Figure 1. Where the registers sit (run 1).
Bar = 20 µm.
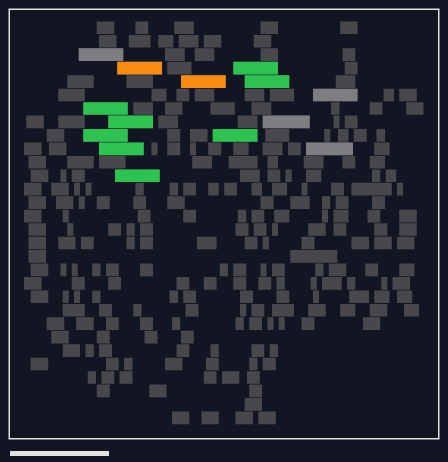
Figure 2. Routing congestion map (run 1).
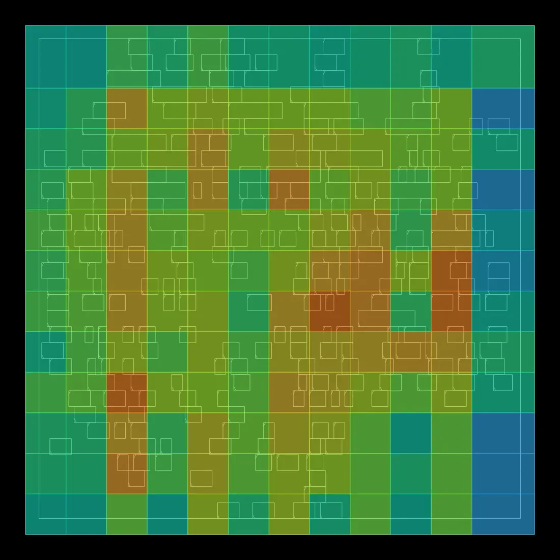
Figure 3. Metal 1 (run 1).
Bar = 20 µm. Supply wires on this layer in grey.
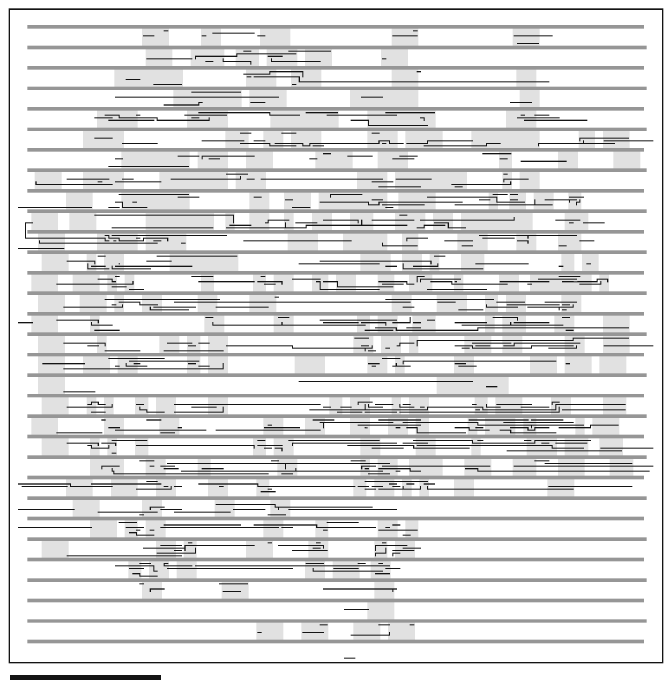
Figure 4. Wiring by layer (run 1).
Only two layers are drawn.
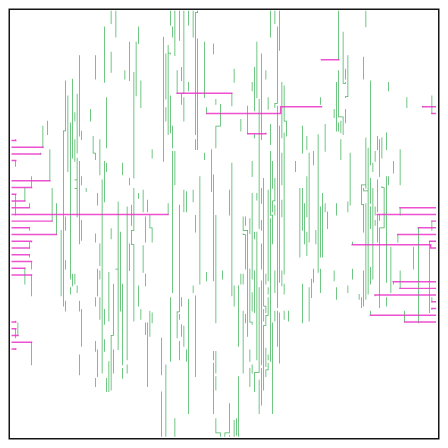
Design chan_arb_mux, sky130hd; sources not shown.
==> Slide: Implementation Results, run 1 <==
Implementation Results

Layout
  – Fraction of cell area in non-clock buffers: 0.349
  – Area grow syn2layout: 66.4%
  – Seq area share: 0.148
  – Logic area: 1030 µm²
  – Share of layout cells above drive strength 1: 0.267
  – ClkCell Share: 0.0231

Logic synthesis
  – Area leader share: 0.245
  – Mapped Avg Cell Area: 8.52 µm²
  – Cell Area, Synth: 1430 µm²
  – Dominant Register Cell: dfrtp_1
  – Post-synth top cells: nand2_1, o21ai_0, a21o_1, a21boi_0, dfrtp_1

Power and ir drop
  – Peak VDD IR: 0.496 mV
  – Pwr dens: 839 nW/µm²
  – Overall Power: 2.00 mW
  – Combinational power: 1.27 mW

Clock tree
  – Insertion Delay late pin: 0.24 ns
  – Clk slew on worst S/H paths: 0.06 ns
  – Postcts setup bufs: 1
  – CTS buffer count: 3
  – Clk sinks: 14

Timing
  – Worst Slack Setup Final: -0.0451 ns
  – Worst-margin pin slew: 0.411 ns
  – Setup Total Neg Slack: -0.142 ns
  – Final setup fails: 4

Floorplanning
  – Chip area: 7490 µm²
  – Tap Cells: 80

Setup path
  – Setup crit end kind: output port
  – Critical path startpoint category: flop

Global routing
  – Global-route wire length before repair: 8460 µm

Place
  – Detail Placement HPWL: 3970 µm

Run status
  – Violated checks: negative setup slack
  – Outcome: finished with violations

Flow run
  – Tool warnings: 28
-- Figure 1 (at the start) --
legend:
  `y`:
    colour: green
    sequential_cells: 8
  `y_ch`:
    colour: orange
    sequential_cells: 2
not coloured: 4
Sequential Area: 353 µm²
Final Util: 0.357
Seq. pwr: 0.482 mW

-- Figure 2 (at the start) --
GR peak layer: met2
routed len/inst: 16.2 µm
met2 GRT Util: 0.240
gr usage total: 0.144

-- Figure 3 (at the start) --
longest straight run: 33.1 µm
wire length on this layer: 2560 µm
main direction: horizontal
nets with wire on the layer: 250
total vias in the final route: 1565
final wirelength: 5310 µm
met1 GRT Util: 0.198

-- Figure 4 (at the start) --
legend:
  metal 3:
    colour: magenta
    wire_length: 256 µm
  metal 2:
    colour: green
    wire_length: 2480 µm

run 1: worst max-delay path, cell delays in order (launching register included):
cell and delay [ns]:
dfrtp_2 0.42, mux4_2 0.52, nor2_2 0.10, o21ai_2 0.07, and4b_2 0.26, and3b_1 0.20
buf_6 0.13
run 1: cell families after synthesis:
logic type             synth area share
AND-OR/OR-AND                     0.358
AND/OR/NAND/NOR                   0.156
multiplexers                      0.163
flip-flops                        0.245
XOR/XNOR                        0.00612
buffers and inverters            0.0725
run 1: routing by layer:
metal | wire, µm | vias up | track usage
met5 | 0 | - | 0
met4 | 9 | 0 | 0.0170
met3 | 255 | 2 | 0.0305
met2 | 2480 | 46 | 0.240
met1 | 2560 | 746 | 0.198
li1 | - | 771 | -
==> run 2: changes to the inputs <==
--- a/config.mk
+++ b/config.mk
@@ -5,7 +5,6 @@
 export SDC_FILE = /design/constraint.sdc
 export NUM_CORES = 1
 export LEC_CHECK = 0
-export ABC_CLOCK_PERIOD_IN_PS = 2200
 export CELL_PAD_IN_SITES_DETAIL_PLACEMENT = 1
 export CELL_PAD_IN_SITES_GLOBAL_PLACEMENT = 2
 export CORE_MARGIN = 2
@@ -13,7 +12,6 @@
 export CTS_CLUSTER_SIZE = 8
 export DETAILED_ROUTE_END_ITERATION = 7
 export PLACE_DENSITY_LB_ADDON = 0.25
-export SLEW_MARGIN = 10
 export SYNTH_ARGS = -nofsm -noshare
 export SYNTH_HDL_FRONTEND = slang
 export SYNTH_SLANG_ARGS = --single-unit
Figure 5. Where the registers sit (run 2).
Bar = 20 µm.
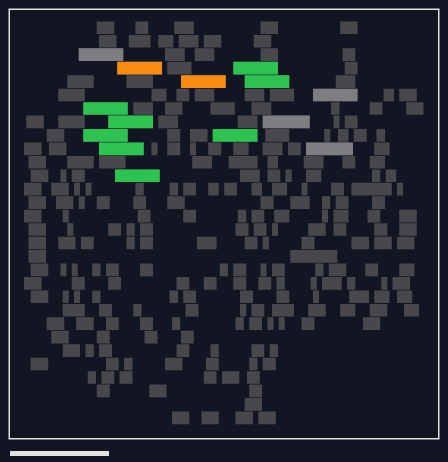
legend:
  `y_ch`:
    colour: orange
    sequential_cells: 2
  `y`:
    colour: green
    sequential_cells: 8
Seq area share: 0.148

==> run 2 against run 1 <==
  * The run still ends with negative setup slack left
  * Sequential share of layout area stayed put
  * Critical path depth stayed put
  * Final cell count did not move
  * Non-clock buffer count unchanged
  * Setup slack unchanged
  * First-iteration DRC count is the same
  * Sequential power about the same
  * Clock-buffer cell count did not move
  * Design area unchanged
  * Clock power hardly changed
  * Die size stayed put
  * Critical path type unchanged
  * Critical endpoint unchanged
  * Largest cell class unchanged
  * Largest power group unchanged
==> Slide: Implementation Results, run 2 <==
Implementation Results

Clock tree
  – Clk slew on worst S/H paths: 0.06 ns (about the same)
  – Insertion Delay late pin: 0.24 ns (about the same)

Floorplanning
  – Chip area: 7490 µm² (unchanged)

Detailed routing
  – Routed len/inst: 16.2 µm (unchanged)
  – Final wirelength: 5310 µm (unchanged)

Layout
  – Final Util: 0.357 (unchanged)
  – ClkCell Share: 0.0231 (unchanged)
  – Sequential Area: 353 µm² (unchanged)
  – Fraction of cell area in non-clock buffers: 0.349 (unchanged)
  – Area grow syn2layout: 66.4% (unchanged)
  – Logic area: 1030 µm² (unchanged)
  – Largest cell class by area: multi-input combinational cells
  – Share of layout cells above drive strength 1: 0.267 (unchanged)

Place
  – Detail Placement HPWL: 3970 µm (unchanged)

Flow run
  – Tool warnings: 28 (unchanged)

Logic synthesis
  – Comb area leader: AND-OR/OR-AND gates
  – Dominant Register Cell: dfrtp_1
  – Complex Gates by Area: 0.358 (unchanged)
  – Area leader share: 0.245 (unchanged)
  – Mux area share: 0.163 (unchanged)
  – Mapped Avg Cell Area: 8.52 µm² (unchanged)
  – Cell Area, Synth: 1430 µm² (unchanged)
  – Post-synth top cells: nand2_1, o21ai_0, a21o_1, a21boi_0, dfrtp_1
  – Biggest area cells: dfrtp_1, a21o_1, a21boi_0
  – Yosys simple share: 0.156 (unchanged)
  – Fa+ha+maj area frac: 0 (unchanged)

Power and ir drop
  – Combinational power: 1.27 mW (about the same)
  – Peak VDD IR: 0.496 mV (unchanged)
  – Pwr dens: 839 nW/µm² (unchanged)
  – Overall Power: 2.00 mW (unchanged)

Setup path
  – Delay-heaviest family, CP: simple AND/OR/NAND/NOR gates
  – CP bufs+invs: 1 (unchanged)
  – Critical path startpoint category: flop
  – Setup crit end kind: output port
  – CP max stage cell: mux4_2

Run status
  – Outcome: finished with violations
  – Violated checks: negative setup slack

Timing
  – Worst-margin pin slew: 0.411 ns (unchanged)
  – Setup Total Neg Slack: -0.142 ns (unchanged)
  – Final setup fails: 4 (unchanged)
  – Worst Slack Setup Final: -0.0451 ns (unchanged)
  – Final hold violations: 0

Global routing
  – Global-route wire length before repair: 8460 µm (unchanged)
  – Gr usage total: 0.144 (unchanged)
Figure 6. Wires at chosen ports, followed through buffers (run 2).
Bar = 20 µm.
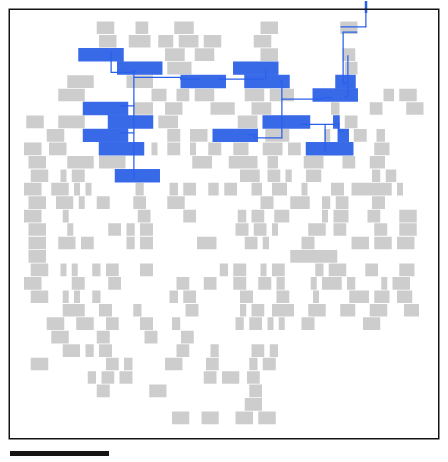
legend:
  `rst_n`:
    colour: blue
    bits: 1
    direction: input
    edge: top
    end_cells: 17
    buffers: 2
    wire: 138 µm
Port Buffers: 61
Ports: 62

[run 2: cell counts after synthesis]
Identical to the previous run, type by type.
[run 2: routing by layer]
layer	GRT usage	up-vias	wire (µm)
met5	0	-	0
met4	0.0170	0	9
met3	0.0305	2	255
met2	0.240	46	2480
met1	0.198	746	2560
li1	-	771	-
[run 2: worst register-to-register path, cell delays in order (launching register included)]
cell	delay [ns]
dfrtp_2	0.44
buf_4	0.15
nand4b_1	0.07
o21ai_1	0.10
or3_1	0.40
buf_4	0.19
o21ai_1	0.21
a22oi_2	0.13
mux2_4	0.26
[run 2: what timing repair did]
| action | CTS | global route |
|---|---|---|
| pin swaps | 1 | 2 |
| gates resized | 53 | 9 |
| setup buffers | 1 | 1 |
| endpoints found under the setup margin | 16 | 15 |
| gates cloned | 1 | 1 |
No activity file was given, so power comes from the tool's default toggle rates.
